[src/rtl/vertex_adjacency_builder.sv]
// Walks a face list in a source RAM and builds per-vertex neighbor lists
// (count word + neighbor slots) in a destination RAM, clearing counts first.
module vertex_adjacency_builder #(
  parameter int unsigned ADDR_W     = 9,
  parameter int unsigned DATA_W     = 32,
  parameter int unsigned IDX_W      = 8,
  parameter int unsigned FACE_VERTS = 4,
  parameter int unsigned MAX_VAL    = 7
) (
  input  logic              clk,
  input  logic              rst_n,
  input  logic              start,
  input  logic [ADDR_W-1:0] face_base,
  input  logic [15:0]       face_count,
  input  logic [ADDR_W-1:0] vtx_base,
  input  logic [IDX_W:0]    vtx_count,
  output logic              src_en,
  output logic [ADDR_W-1:0] src_a,
  input  logic [DATA_W-1:0] src_do,
  output logic              dst_en,
  output logic [3:0]        dst_we,
  output logic [ADDR_W-1:0] dst_a,
  output logic [DATA_W-1:0] dst_di,
  input  logic [DATA_W-1:0] dst_do,
  output logic              busy,
  output logic              done,
  output logic              err_ovf,
  output logic              err_idx
);

  localparam int unsigned S  = MAX_VAL + 1;
  localparam int unsigned KW = $clog2(FACE_VERTS + 1);
  localparam int unsigned EW = $clog2(FACE_VERTS);
  localparam int unsigned CW = $clog2(MAX_VAL + 1);

  typedef logic [IDX_W:0] vcnt_t;

  typedef enum logic [2:0] {
    S_IDLE,
    S_CLEAR,
    S_FACE_RD,
    S_EDGE_RD,
    S_EDGE_CAP,
    S_EDGE_WN,
    S_EDGE_WC,
    S_DONE
  } state_t;

  state_t            state_q, state_d, edge_next;
  logic [ADDR_W-1:0] faddr_q, faddr_d;
  logic [ADDR_W-1:0] vbase_q, vbase_d;
  vcnt_t             vcnt_q, vcnt_d;
  logic [15:0]       face_left_q, face_left_d;
  vcnt_t             clr_v_q, clr_v_d;
  logic [ADDR_W-1:0] clr_a_q, clr_a_d;
  logic [KW-1:0]     k_q, k_d;
  logic [EW-1:0]     e_q, e_d;
  logic [IDX_W-1:0]  verts_q [FACE_VERTS];
  logic [IDX_W-1:0]  verts_d [FACE_VERTS];
  logic [CW-1:0]     c_q, c_d;
  logic              ovf_q, ovf_d;
  logic              idx_q, idx_d;

  logic [IDX_W-1:0]  va, vb;
  logic              edge_bad, edge_deg, last_edge, cap_ovf, edge_adv;
  logic [ADDR_W-1:0] ra;
  logic              unused_src;

  assign unused_src = ^src_do[DATA_W-1:IDX_W];

  // Current directed edge a -> b, closing back to the first vertex of the face.
  always_comb begin
    va = '0;
    vb = '0;
    for (int unsigned i = 0; i < FACE_VERTS; i++) begin
      if (e_q == EW'(i)) begin
        va = verts_q[i];
        vb = verts_q[(i + 1) % FACE_VERTS];
      end
    end
  end

  assign edge_bad  = ({1'b0, va} >= vcnt_q) || ({1'b0, vb} >= vcnt_q);
  assign edge_deg  = (va == vb);
  assign last_edge = (e_q == EW'(FACE_VERTS - 1));
  assign cap_ovf   = (dst_do >= DATA_W'(MAX_VAL));
  assign ra        = vbase_q + ADDR_W'(va * S);

  always_comb begin
    if (!last_edge)               edge_next = S_EDGE_RD;
    else if (face_left_q == 16'd1) edge_next = S_DONE;
    else                           edge_next = S_FACE_RD;
  end

  // State register
  always_ff @(posedge clk or negedge rst_n) begin
    if (!rst_n) state_q <= S_IDLE;
    else        state_q <= state_d;
  end

  // Next-state logic
  always_comb begin
    state_d = state_q;
    case (state_q)
      S_IDLE: begin
        if (start) begin
          if (vtx_count != '0)       state_d = S_CLEAR;
          else if (face_count != '0) state_d = S_FACE_RD;
          else                       state_d = S_DONE;
        end
      end
      S_CLEAR: begin
        if (clr_v_q + vcnt_t'(1) == vcnt_q)
          state_d = (face_left_q != '0) ? S_FACE_RD : S_DONE;
      end
      S_FACE_RD: begin
        if (k_q == KW'(FACE_VERTS)) state_d = S_EDGE_RD;
      end
      S_EDGE_RD: begin
        if (edge_bad || edge_deg) state_d = edge_next;
        else                      state_d = S_EDGE_CAP;
      end
      S_EDGE_CAP: state_d = cap_ovf ? edge_next : S_EDGE_WN;
      S_EDGE_WN:  state_d = S_EDGE_WC;
      S_EDGE_WC:  state_d = edge_next;
      S_DONE:     state_d = S_IDLE;
      default:    state_d = S_IDLE;
    endcase
  end

  // Output logic
  always_comb begin
    busy    = (state_q != S_IDLE);
    done    = (state_q == S_DONE);
    err_ovf = ovf_q;
    err_idx = idx_q;
    src_en  = 1'b0;
    src_a   = '0;
    dst_en  = 1'b0;
    dst_we  = '0;
    dst_a   = '0;
    dst_di  = '0;
    case (state_q)
      S_CLEAR: begin
        dst_en = 1'b1;
        dst_we = '1;
        dst_a  = clr_a_q;
      end
      S_FACE_RD: begin
        if (k_q < KW'(FACE_VERTS)) begin
          src_en = 1'b1;
          src_a  = faddr_q;
        end
      end
      S_EDGE_RD: begin
        if (!edge_bad && !edge_deg) begin
          dst_en = 1'b1;
          dst_a  = ra;
        end
      end
      S_EDGE_WN: begin
        dst_en = 1'b1;
        dst_we = '1;
        dst_a  = ra + ADDR_W'(c_q) + ADDR_W'(1);
        dst_di = DATA_W'(vb);
      end
      S_EDGE_WC: begin
        dst_en = 1'b1;
        dst_we = '1;
        dst_a  = ra;
        dst_di = DATA_W'(c_q) + DATA_W'(1);
      end
      default: ;
    endcase
  end

  // Datapath next-state
  always_comb begin
    faddr_d     = faddr_q;
    vbase_d     = vbase_q;
    vcnt_d      = vcnt_q;
    face_left_d = face_left_q;
    clr_v_d     = clr_v_q;
    clr_a_d     = clr_a_q;
    k_d         = k_q;
    e_d         = e_q;
    verts_d     = verts_q;
    c_d         = c_q;
    ovf_d       = ovf_q;
    idx_d       = idx_q;
    edge_adv    = 1'b0;
    case (state_q)
      S_IDLE: begin
        if (start) begin
          faddr_d     = face_base;
          vbase_d     = vtx_base;
          vcnt_d      = vtx_count;
          face_left_d = face_count;
          clr_v_d     = '0;
          clr_a_d     = vtx_base;
          k_d         = '0;
          e_d         = '0;
          ovf_d       = 1'b0;
          idx_d       = 1'b0;
        end
      end
      S_CLEAR: begin
        clr_v_d = clr_v_q + vcnt_t'(1);
        clr_a_d = clr_a_q + ADDR_W'(S);
      end
      S_FACE_RD: begin
        // Read k is captured one cycle later, hence the extra capture cycle.
        if (k_q < KW'(FACE_VERTS)) faddr_d = faddr_q + ADDR_W'(1);
        for (int unsigned i = 0; i < FACE_VERTS; i++) begin
          if (k_q == KW'(i + 1)) verts_d[i] = src_do[IDX_W-1:0];
        end
        k_d = (k_q == KW'(FACE_VERTS)) ? '0 : k_q + KW'(1);
      end
      S_EDGE_RD: begin
        if (edge_bad) idx_d = 1'b1;
        if (edge_bad || edge_deg) edge_adv = 1'b1;
      end
      S_EDGE_CAP: begin
        c_d = CW'(dst_do);
        if (cap_ovf) begin
          ovf_d    = 1'b1;
          edge_adv = 1'b1;
        end
      end
      S_EDGE_WC: edge_adv = 1'b1;
      default: ;
    endcase
    if (edge_adv) begin
      if (last_edge) begin
        e_d         = '0;
        face_left_d = face_left_q - 16'd1;
      end else begin
        e_d = e_q + EW'(1);
      end
    end
  end

  always_ff @(posedge clk or negedge rst_n) begin
    if (!rst_n) begin
      faddr_q     <= '0;
      vbase_q     <= '0;
      vcnt_q      <= '0;
      face_left_q <= '0;
      clr_v_q     <= '0;
      clr_a_q     <= '0;
      k_q         <= '0;
      e_q         <= '0;
      verts_q     <= '{default: '0};
      c_q         <= '0;
      ovf_q       <= 1'b0;
      idx_q       <= 1'b0;
    end else begin
      faddr_q     <= faddr_d;
      vbase_q     <= vbase_d;
      vcnt_q      <= vcnt_d;
      face_left_q <= face_left_d;
      clr_v_q     <= clr_v_d;
      clr_a_q     <= clr_a_d;
      k_q         <= k_d;
      e_q         <= e_d;
      verts_q     <= verts_d;
      c_q         <= c_d;
      ovf_q       <= ovf_d;
      idx_q       <= idx_d;
    end
  end

endmodule

[config.mk]
export PLATFORM = sky130hd
export DESIGN_NAME = vertex_adjacency_builder
export DESIGN_NICKNAME = d
export VERILOG_FILES = /design/src/rtl/vertex_adjacency_builder.sv
export SDC_FILE = /design/constraint.sdc
export NUM_CORES = 1
export LEC_CHECK = 0
export CAP_MARGIN = 25
export CELL_PAD_IN_SITES_DETAIL_PLACEMENT = 1
export CELL_PAD_IN_SITES_GLOBAL_PLACEMENT = 1
export CORE_AREA = 2 2 140 142
export CTS_CLUSTER_DIAMETER = 80
export CTS_CLUSTER_SIZE = 8
export DETAILED_ROUTE_END_ITERATION = 16
export DIE_AREA = 0 0 142 144
export GPL_TIMING_DRIVEN = 0
export PLACE_DENSITY_LB_ADDON = 0.25
export SLEW_MARGIN = 20
export SYNTH_ARGS = -nofsm -noshare
export SYNTH_HDL_FRONTEND = slang
export SYNTH_SLANG_ARGS = --single-unit
[constraint.sdc]
create_clock -name clk -period 11.2 [get_ports clk]
set_input_delay 1.12 -clock clk [delete_from_list [all_inputs] [get_ports clk]]
set_output_delay 1.12 -clock clk [all_outputs]
set_load 0.03 [all_outputs]
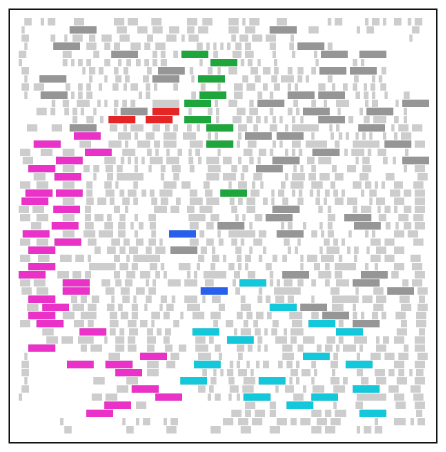
(sequential cells coloured by netlist name)
Drawn at 3 px/um. Other sequential cells in the stronger grey, the rest of the logic in the fainter grey.
Blue is `e_q`, flops 2. Cyan is `face_left_q`, flops 16. Magenta is `verts_q`, flops 32. Green is `vcnt_q`, flops 9, where top middle. Red is `k_q`, flops 3.
Another 44 sequential cells are not coloured.
Seq area share: 27.9%
Power Sequential: 732 uW
final core occ: 49.8%
Flop area: 0.00265 sq mm

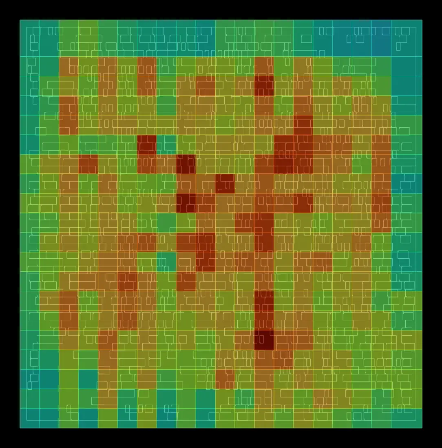
(routing congestion map)
global route hottest layer: met2
GRT Resource Usage Total: 24.4%
DR WL/cell: 19.3 um
grt met2 use: 40.8%

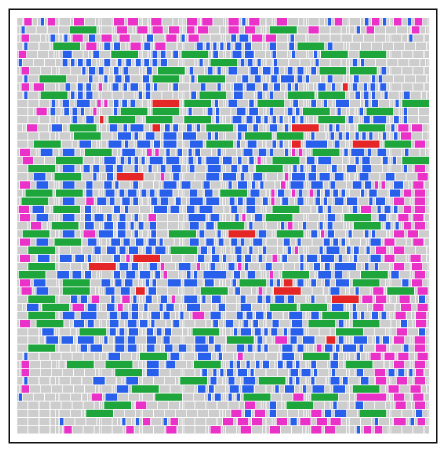
(cells coloured by class)
Drawn at 3 px/um. Fill, decap, tap and diode cells in grey.
Green is registers, cells 106, share of their area 29%. Red is clock drivers and dummy loads, cells 16, share of their area 3.0%. Magenta is remaining buffers and delay cells, cells 191, share of their area 18%. Blue is remaining logic cells, cells 714, share of their area 50%.

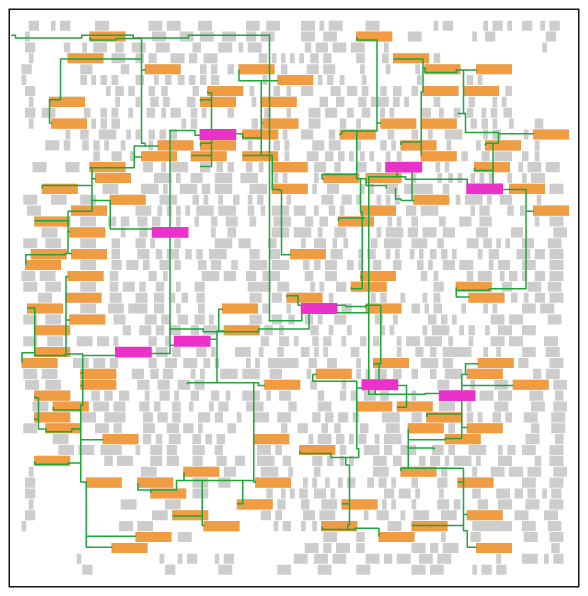
(routed clock nets over the placement)
Drawn at 4 px/um.
Orange is flip-flops, count 106. Magenta is clock-net drivers, count 9. Green is clock wires, length 1620 um.
There are 10 routed clock nets. Position of the flops: widely spread.
clk_lat worst skew: 0.37 ns
Clock net power: 314 uW
clock power share: 11.5%

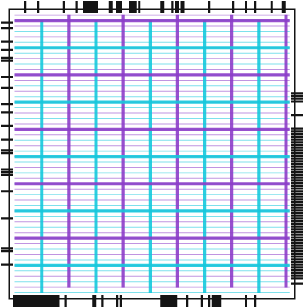
(floorplan with the power grid)
Drawn at 2 px/um. Pins as bars on the die edge.
Purple is VDD. Cyan is VSS.
52 met1 rails follow the rows. 170 signal pins sit on the boundary. 10 straps on met4. 10 straps on met5.

==> job_summary.md <==
### Yosys + OpenROAD results

| Metric | Value |
|---|---|
| Hold depth | 2 |
| Clock slew at reported path FFs | 0.08 ns |
| Number of synthesis warnings | 0 |
| FF+latch count, synth | approximately 110 |
| Input/output buffers | roughly 120 |
| Yosys cell count | about 870 |
| CTS tree | done |
| Post-CTS Setup Inserts | 0 |
| Vias in the first global route | roughly 7200 |
| DR pass1 iterations | 5 |
| Post-Route WL | 24500 um |
| Fraction of layout cells with a size suffix above 1 | a little under an eighth |
| DR top layer | met4 |
| CP Launch Type | flip-flop |
| Violation count after the first detailed-route iteration | 271 |
| Placed Area | between 0.009 and 0.01 sq mm |
| Total die size | slightly above 0.02 sq mm |
| Internal Power | between 1000 and 1500 uW |
| Total power | around 2700 uW |
| Dominant comb cell | simple AND/OR/NAND/NOR gates |
| Minimum clock period | approximately 6.5 ns |
| Worst hold slack | 0.481 ns |
| Adder share | 6.96% |
| Via density | roughly 5.6 |
| Final HPWL DP | roughly 19000 um |
| Cell Pwr Density | between 200 and 300 mW/mm^2 |
| Skew final | approximately 0.013 ns |
| Max Slew Vio Count | 0 |
| Combinational power | about 1700 uW |
| Gate power share | about 62% |
| Critical Path End Type | primary output |
| Vias after detailed routing | 7127 |
| GP Congestion | ~0.86 |
| Multiplexer share | under 10% |
| Area delta synth->final | 25.1% |
| Synth Seq Share | 34.9% |
| Reg2Reg Capture Point | face_left_q[5] |
| YS chip area | roughly 0.0076 sq mm |
| Pleak | 0.00407 uW |
| Post-CTS Resized | 0 |
| Cell count after synthesis | just under 900 |
| First-pass GRT wire length | around 39000 um |
| Num rows | ~51 |
| Count of tool warnings | 57 |
| CTS Buf Count | 9 |
| Asr flop ratio synth | 100% |
| Largest net degree at the start of global routing | approximately 60 |
| Worst R2R Setup Slack | roughly 6.4 ns |
| CORE AREA | around 0.019 sq mm |
| Max-cap violations | 0 |
| Antenna violations before repair | 0 |
| Dominant synthesized flop cell | dfrtp_1 |
| Routed Antenna Nets | 0 |
| Unique cell types | 72 |
| Hold Buf Count CTS | 0 |
| Final Hold Violating Endpoints | 0 |
| Max H-tree Level | 3 |
| Run status | completed |
| Drt drc | 0 |
| CTS Sinks | roughly 110 |
| FF-to-FF Start | e_q[0] |
| Sw Ratio | 48.3% |
[flip-flops by register name, indices dropped and copies added (netlist names)]
register	flops
face_left_q	16
err_idx	1
vbase_q	9
state_q	3
verts_q	32
k_q	3
c_q	3
vcnt_q	9
clr_v_q	9
err_ovf	1
faddr_q	9
clr_a_q	9
e_q	2
[layout by cell type (no fill, tap or decap), types with 18 or more instances in the layout]
master	instances
a21oi_1	27
and3_1	19
buf_4	31
clkbuf_1	26
clkdlybuf4s50_1	120
conb_1	24
dfrtp_1	106
ha_1	39
inv_1	27
mux2_2	34
nand2_1	125
nand3_1	25
nor2_1	50
nor3_1	25
nor4_1	18
o21ai_0	51
o22ai_1	22
xnor2_1	23
[area by class of cell]
| class | count | area, sq um |
|---|---|---|
| clock buffers | 10 | 229 |
| plain buffers | 68 | 409 |
| fillers | 2285 | 9580 |
| clock inverters | 6 | 47.5 |
| flip-flops and latches | 106 | 2650 |
| multi-input cells | 687 | 4510 |
| repair buffers | 123 | 1240 |
| inverters | 27 | 101 |
| well taps | 238 | 298 |
[worst max-delay path, cell delays in order (launching register included)]
cell and delay, ns:
dfrtp_1 0.42, inv_1 0.12, ha_1 0.25, clkbuf_1 0.36
clkbuf_1 0.39, a221oi_1 0.11, o31ai_1 0.83, ha_1 0.30
a211o_1 0.11, a21oi_1 0.06, o32ai_1 0.64, nor2_1 0.12
o21ai_2 0.23, nand2_2 0.17, a221o_1 0.37, clkdlybuf4s50_1 0.60
[worst max path at each step]
stage / start / to / slack, ns / depth (start not counted)
final: e_q[0] / dst_a[5] / 4.65 / 15
after global routing: e_q[0] / dst_a[5] / 4.30 / 16
after CTS: e_q[0] / dst_a[5] / 4.76 / 16
after detailed placement: e_q[0] / dst_a[5] / 5.18 / 15
after global placement: rst_n / faddr_q[3] / 4.68 / 1
after floorplan: e_q[0] / dst_a[6] / 6.34 / 11
[metrics by stage]
| stage | instances | worst slack, ns |
|---|---|---|
| detailed placement | 1249 | 5.18 |
| floorplan | 888 | 6.34 |
| global placement | 1247 | 4.68 |
| global route | 1265 | 4.30 |
| finish | 1265 | 4.65 |
| CTS | 1265 | 4.76 |
[cell usage after synthesis (all sizes together), types with 4 or more instances]
master / instances / area [sq um]
a221o: 7 / 70.1
a211oi: 6 / 45.0
nor3b: 5 / 47.5
nor4: 20 / 138
a22oi: 7 / 52.6
clkbuf: 25 / 93.8
a31oi: 9 / 56.3
ha: 39 / 488
buf: 43 / 315
mux2i: 5 / 50.1
nor2b: 18 / 120
xor2: 15 / 139
nand2: 126 / 475
nand2b: 6 / 37.5
and3: 19 / 119
nor3: 27 / 145
mux2: 35 / 394
and2: 10 / 62.6
a21oi: 27 / 135
nand4: 9 / 56.3
o221a: 6 / 67.6
o211ai: 4 / 43.8
dfrtp: 106 / 2650
o22ai: 22 / 138
nor2: 51 / 194
o21ai: 54 / 274
or2: 4 / 25.0
a21o: 4 / 30.0
o21a: 7 / 52.6
nand3: 25 / 125
and3b: 4 / 35.0
a22o: 8 / 70.1
xnor2: 23 / 201
a221oi: 6 / 58.8
o31ai: 13 / 97.6
nand3b: 4 / 30.0
a211o: 6 / 52.6
inv: 27 / 101
Power figures rest on the tool's default switching activity, not on a simulated workload.
